### Placed cells, one colour a class

The bar under the picture is 20 µm long.
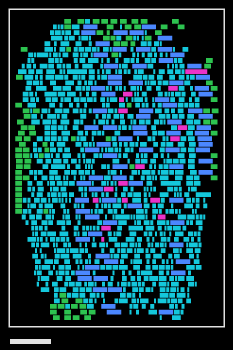
### Routed clock nets over the placement

The bar under the picture is 20 µm long.
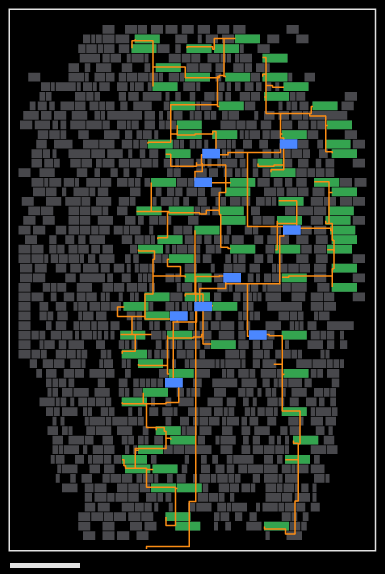
### Track usage over the die

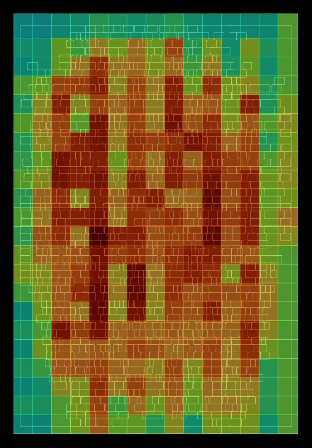
--- config.mk ---
export PLATFORM = sky130hd
export DESIGN_NAME = agc_alu_sequencer
export DESIGN_NICKNAME = d
export VERILOG_FILES = /design/src/rtl/agc_alu_sequencer.sv
export SDC_FILE = /design/constraint.sdc
export NUM_CORES = 1
export LEC_CHECK = 0
export CORE_ASPECT_RATIO = 1.5
export CORE_MARGIN = 2
export CORE_UTILIZATION = 55
export CTS_BUF_LIST = sky130_fd_sc_hd__clkbuf_8
export CTS_CLUSTER_DIAMETER = 60
export DETAILED_ROUTE_END_ITERATION = 10
export GPL_TIMING_DRIVEN = 1
export PLACE_DENSITY = 0.81
export SETUP_SLACK_MARGIN = 0.15
export SLEW_MARGIN = 20
export SYNTH_ARGS = -nofsm -noshare
export SYNTH_HDL_FRONTEND = slang
export SYNTH_SLANG_ARGS = --single-unit
--- constraint.sdc ---
create_clock -name clk -period 7.05 [get_ports clk]
set_clock_uncertainty 0.15 [all_clocks]
set_input_delay 1.41 -clock clk [delete_from_list [all_inputs] [get_ports clk]]
set_output_delay 1.41 -clock clk [all_outputs]
set_load 0.03 [all_outputs]
--- src/rtl/agc_alu_sequencer.sv ---
// AGC one's-complement ALU sequencer: single-cycle ADD/SUB,
// 14-step shift-add MP and restoring DV, valid/ready request/response.
module agc_alu_sequencer (
    input  logic        clk,
    input  logic        rst,
    input  logic        req_valid,
    output logic        req_ready,
    input  logic [1:0]  req_op,
    input  logic [29:0] req_a,
    input  logic [14:0] req_b,
    output logic        resp_valid,
    input  logic        resp_ready,
    output logic [14:0] res_a,
    output logic [14:0] res_l,
    output logic        res_ovf
);

    typedef enum logic [1:0] {IDLE, ITER, DONE} state_t;

    localparam logic [1:0] OP_ADD = 2'b00;
    localparam logic [1:0] OP_SUB = 2'b01;
    localparam logic [1:0] OP_MP  = 2'b10;
    localparam logic [1:0] OP_DV  = 2'b11;

    function automatic logic [13:0] mag(input logic [14:0] x);
        return x[14] ? ~x[13:0] : x[13:0];
    endfunction

    state_t      state, state_nxt;
    logic [3:0]  cnt;
    logic        op_mp;
    logic [13:0] mc;
    logic [13:0] hi_r;
    logic [13:0] lo_r;
    logic        sign_q;
    logic        sign_r;

    logic        accept;
    logic [14:0] a_w;
    logic [14:0] hi_w;
    logic [14:0] b_eff;
    logic [15:0] as_raw;
    logic [14:0] as_sum;
    logic        as_ovf;
    logic [13:0] hi_mag;
    logic [13:0] lo_mag;
    logic [13:0] b_mag;
    logic        dsign;
    logic        qs;
    logic        dv_ovf;

    logic [14:0] mp_sum;
    logic [14:0] dv_t;
    logic        dv_ge;
    logic [13:0] dv_diff;
    logic [13:0] step_hi;
    logic [13:0] step_lo;
    logic [14:0] fin_a;
    logic [14:0] fin_l;

    assign req_ready  = (state == IDLE) && !rst;
    assign resp_valid = (state == DONE);
    assign accept     = req_valid && req_ready;

    assign a_w  = req_a[14:0];
    assign hi_w = req_a[29:15];

    // End-around carry folds the 16th bit back into the sum.
    assign b_eff  = (req_op == OP_SUB) ? ~req_b : req_b;
    assign as_raw = {1'b0, a_w} + {1'b0, b_eff};
    assign as_sum = as_raw[14:0] + {14'd0, as_raw[15]};
    assign as_ovf = (a_w[14] == b_eff[14]) && (as_sum[14] != a_w[14]);

    assign hi_mag = mag(hi_w);
    assign lo_mag = mag(a_w);
    assign b_mag  = mag(req_b);
    assign dsign  = (hi_mag == 14'd0) ? a_w[14] : hi_w[14];
    assign qs     = dsign ^ req_b[14];
    assign dv_ovf = (b_mag == 14'd0) || (hi_mag >= b_mag);

    assign mp_sum  = {1'b0, hi_r} + (lo_r[0] ? {1'b0, mc} : 15'd0);
    assign dv_t    = {hi_r, lo_r[13]};
    assign dv_ge   = dv_t >= {1'b0, mc};
    assign dv_diff = 14'(dv_t - {1'b0, mc});

    assign step_hi = op_mp ? mp_sum[14:1] : (dv_ge ? dv_diff : dv_t[13:0]);
    assign step_lo = op_mp ? {mp_sum[0], lo_r[13:1]} : {lo_r[12:0], dv_ge};

    // MP: hi/lo product words; DV: quotient in lo, remainder in hi.
    assign fin_a = op_mp ? {sign_q, step_hi ^ {14{sign_q}}}
                         : {sign_q, step_lo ^ {14{sign_q}}};
    assign fin_l = op_mp ? {sign_q, step_lo ^ {14{sign_q}}}
                         : {sign_r, step_hi ^ {14{sign_r}}};

    always_ff @(posedge clk) begin
        if (rst) state <= IDLE;
        else     state <= state_nxt;
    end

    always_comb begin
        state_nxt = state;
        unique case (state)
            IDLE: begin
                if (accept) begin
                    unique case (req_op)
                        OP_ADD, OP_SUB: state_nxt = DONE;
                        OP_MP:          state_nxt = ITER;
                        OP_DV:          state_nxt = dv_ovf ? DONE : ITER;
                    endcase
                end
            end
            ITER: if (cnt == 4'd0) state_nxt = DONE;
            DONE: if (resp_ready) state_nxt = IDLE;
            default: state_nxt = IDLE;
        endcase
    end

    always_ff @(posedge clk) begin
        if (rst) begin
            cnt     <= 4'd0;
            op_mp   <= 1'b0;
            mc      <= 14'd0;
            hi_r    <= 14'd0;
            lo_r    <= 14'd0;
            sign_q  <= 1'b0;
            sign_r  <= 1'b0;
            res_a   <= 15'd0;
            res_l   <= 15'd0;
            res_ovf <= 1'b0;
        end else if (accept) begin
            cnt   <= 4'd13;
            op_mp <= (req_op == OP_MP);
            unique case (req_op)
                OP_ADD, OP_SUB: begin
                    res_a   <= as_sum;
                    res_l   <= 15'd0;
                    res_ovf <= as_ovf;
                end
                OP_MP: begin
                    mc     <= mag(a_w);
                    hi_r   <= 14'd0;
                    lo_r   <= b_mag;
                    sign_q <= a_w[14] ^ req_b[14];
                    sign_r <= a_w[14] ^ req_b[14];
                end
                OP_DV: begin
                    mc     <= b_mag;
                    hi_r   <= hi_mag;
                    lo_r   <= lo_mag;
                    sign_q <= qs;
                    sign_r <= dsign;
                    if (dv_ovf) begin
                        res_a   <= {qs, 14'h3FFF ^ {14{qs}}};
                        res_l   <= 15'd0;
                        res_ovf <= 1'b1;
                    end
                end
            endcase
        end else if (state == ITER) begin
            hi_r <= step_hi;
            lo_r <= step_lo;
            if (cnt != 4'd0) begin
                cnt <= cnt - 4'd1;
            end else begin
                res_a   <= fin_a;
                res_l   <= fin_l;
                res_ovf <= 1'b0;
            end
        end
    end

endmodule

==> summary.txt <==
Flow results are below.

- The flip-flop and latch count after synthesis is around 82, for reference.
- Dividing the final minimum period by the clock period gives 85.9%.
- The weighted congestion reported at the end of routability-driven placement is around 1, for reference.
- The analysis attributes to cell leakage a power of about 3.6 nW.
- The floorplan-stage core utilization is between 50% and 60%, for reference.
- The antenna diode count is 0, for reference.
- TritonCTS reports the number of clock sinks as 82.
- After synthesis, the chip area reported by Yosys is just over 8000 µm².
- For this design the ratio of total power to cell area is roughly 200 nW/µm².
- The sort of element at the start of the critical path is a primary input, for reference.
- In the Yosys report the total cell count is about 1,000.
- The final timing report lists a hold violation count of 0.
- Per the post-route antenna check, the number of violating nets is 0.
- After the flow finishes, the layout carries non-filler instances totaling 1,288.
- The data required time reported for the critical path is 7210 ps.
- The detailed-route DRC error count is 0, for reference.
- The count of pins on the block boundary is ~84, for reference.
- In the layout the commonest cells are nor2_1, a21oi_1, clkdlybuf4s50_1.
- Per STA, the worst path is made up of clkdlybuf4s50_1, nand2b_1, buf_4, xnor2_1, ha_1, and3_4, o211a_4, o311a_1, o21ai_0, a21boi_0, o21ai_0, nand2b_1, a21o_1, ha_1, ha_1, and4b_1, nand4_1, nor3b_1, nand4_1, xnor2_1, o221a_2, nor3_2.
- Dividing the detail-routed via count by the number of cells gives 6.35.
- The placeable core region is approximately 15,000 µm², for reference.
- The setup slack of the worst register-to-register path is 3090 ps, for reference.
- The area added between synthesis and finish is 13.5%, for reference.
- Wires add up to between 20 and 30 mm.
- The vertical die dimension is about 150 µm, for reference.
- The net count of the mapped netlist is around 1,200, for reference.
- The total of endpoints with negative setup slack in the final report is 0, for reference.
- The max-slew headroom at the worst pin is 31.0%, for reference.
- The H-tree generated during clock tree synthesis spans 3 levels.
- The global-route wire length before repair is about 42 mm, for reference.
- Max fanout on the critical path was recorded as 9.
- The post-route netlist has roughly 6.5% of its cells at a drive strength greater than 1.
- Hold is met by roughly 340 ps.
- The synthesized netlist contains ~83 unique library cells.
- The detailed placer reported the number of placed instances as between 1,000 and 1,500.
- The routed layout has 8,174 vias.
- The number of iterations in the first detailed-routing pass is 5, for reference.
- For the final routed database, the setup TNS stands at 0 ps.
- The highest supply drop recorded on VDD is around 0.1 mV.
- The number of slew-limit violations in the final report is 0, for reference.
- The commonest register cell after synthesis is dfxtp_1, for reference.
- For this run, the slowest stage of the critical path takes 550 ps.
- Summing internal, switching and leakage power gives 1.88 mW.
- As logged by OpenROAD, the buffers inserted on ports number slightly above 80.
- The reg-to-reg startpoint is lo_r[0], for reference.
- The clock transition at the registers of the reported paths is 100 ps, for reference.
- By count the netlist is led by nor2_1, a21oi_1, dfxtp_1.
- The run reported a max-capacitance violation count of 0.
- The cell area that synthesis handed to floorplanning was slightly above 8000 µm².
- The highest-delay cell along the critical path is clkdlybuf4s50_1, for reference.
- The number of buffers created by CTS is 9, for reference.
- The beginning of the critical path is req_op[1], for reference.
- The main area contributors are dfxtp_1, ha_1, xor2_1.
- Counting flops with a built-in enable in the synthesized netlist gives 0.
- In this run, post-CTS hold repair placed 0 buffers.
- The classification of the worst setup path is in2reg, for reference.
- The number of warning messages in the logs is 29, for reference.
- The count of routing violations after the opening detailed-route iteration is 653, for reference.
- The die covers 16,000 µm².
- The area used by multi-input combinational logic is just over 6000 µm², for reference.
- The worst register-to-register path ends at res_a[10].
- The share of synthesized area in the top cell type comes to about a fifth.
- Setup repair after global routing left no endpoint under its margin.
- The endpoint class of the critical path is a flip-flop, for reference.
- Per the layout report, the design carries approximately 1,400 filler cells.
- The depth of the worst register-to-register path is 11, for reference.
- Data arrives at the worst endpoint at a little over 6000 ps.
- After floorplanning, the core was divided into between 50 and 60 placement rows.
- Per the GRT congestion report, total overflow comes to 0.
- The flow reports an fmax of 165 MHz.
- The mean area per synthesized cell is 7.87 µm², for reference.
- The warning tally printed by Yosys for this design is 0.
- The total half-perimeter wirelength after legalization and detailed placement is 20.7 mm, for reference.
- The hold path endpoint is res_a[11], for reference.
- The number of global-route vias before repair is a little under 8,000.
- Counting I/O delays and the setup requirement, the final critical path takes ~6100 ps.
- The layout report lists the combined flip-flop and latch area as approximately 1600 µm².
- TritonCTS built the clock tree.
- The type recorded for the worst min-delay path is reg2reg.
- After synthesis, flip-flops and latches occupy ~20% of the total area.
- The width of the die is roughly 100 µm, for reference.
- The flow ran to the end, and the final reports show no timing, DRC or antenna violations.
- The cell at the root of the clock tree is clkbuf_8, for reference.
- In this run the worst setup path terminates at res_ovf.
- The start point of the worst hold path is res_a[11], for reference.
- The most numerous cell type found on the critical path is ha_1.
- At the pin with the least slew margin, the transition time is 1030 ps.
- The number of antenna violations at the first check in global routing is 0, for reference.
About 'Placed cells, one colour a class':
class	colour	cells
all other logic	cyan	900
clock drivers and dummy loads	magenta	16
other buffers and delay cells	green	94
flip-flops	blue	82

About 'Routed clock nets over the placement':
[flip-flops] green | count: 82
[cells driving clock nets] blue | count: 9
[clock wires] orange | length: 1,050 µm
routed clock nets	10
power dissipated in the clock network: 0.370 mW
clock latency on the worst-skew pair: 370 ps
fraction of power consumed by the clock network: 19.7%

About 'Track usage over the die':
GR Layer Usage met2: 58.1%
detailed-route wire length per cell: 20.2 µm
total routing usage reported by global routing: 32.5%
global routing's busiest layer: met2
met1 track demand over resource: 36.6%

[sequential cells by signal (all words and copies together) (netlist names)]
name	count
hi_r	14
cnt	4
sign_q	1
sign_r	1
op_mp	1
res_ovf	1
res_a	15
mc	14
state	2
res_l	15
lo_r	14
[logic make-up after synthesis]
logic type / count (synthesis) / synth area share [%]
buffers and inverters: 96 / 4.56
multiplexers: 35 / 4.41
flip-flops: 82 / 20.0
AND-OR/OR-AND: 341 / 28.9
XOR/XNOR: 137 / 14.6
adder cells (fa/ha/maj): 66 / 10.3
AND/OR/NAND/NOR: 288 / 17.2
[critical path: cells and delay by family]
kind                     cells  cell delay (ps)
AND-OR/OR-AND                7             1150
XOR/XNOR                     2              270
adder cells (fa/ha/maj)      3              730
buffers and inverters        2              820
AND/OR/NAND/NOR              8             1840
[layout make-up]
class | count | share of cell area (%)
timing repair buffer | 94 | 9.73
clock buffer | 10 | 1.47
tap | 196 | 2.63
inverter | 33 | 1.33
multi-input combinational | 867 | 66.5
sequential | 82 | 17.6
clock inverter | 6 | 0.764
[where the power goes]
part	total (mW)	internal, mW	switching, mW
sequential	0.530	0.493	0.0372
clock	0.370	0.178	0.192
combinational	0.981	0.401	0.580
total	1.88	1.07	0.809
[metrics by stage]
| step | setup slack, ps | instance area [µm²] | utilization [%] |
|---|---|---|---|
| 3_5_place_dp | 650 | 9130 | 62.6 |
| 3_3_place_gp | 756 | 9130 | 62.6 |
| 2_1_floorplan | 1280 | 8230 | - |
| 4_1_cts | 1010 | 9340 | 64.0 |
| 5_1_grt | 595 | 9340 | 64.0 |
| 6_report | 991 | 9340 | 64.0 |
[metal layers]
metal  track usage [%]  vias to the layer above  share of wire [%]
met5                 0                        -                  0
met4              20.7                        0                6.8
met3              3.39                       89                5.8
met2              58.1                      347                 50
met1              36.6                     3832                 38
li1                  -                     3906                  -
Power figures rest on the tool's default switching activity, not on a simulated workload.
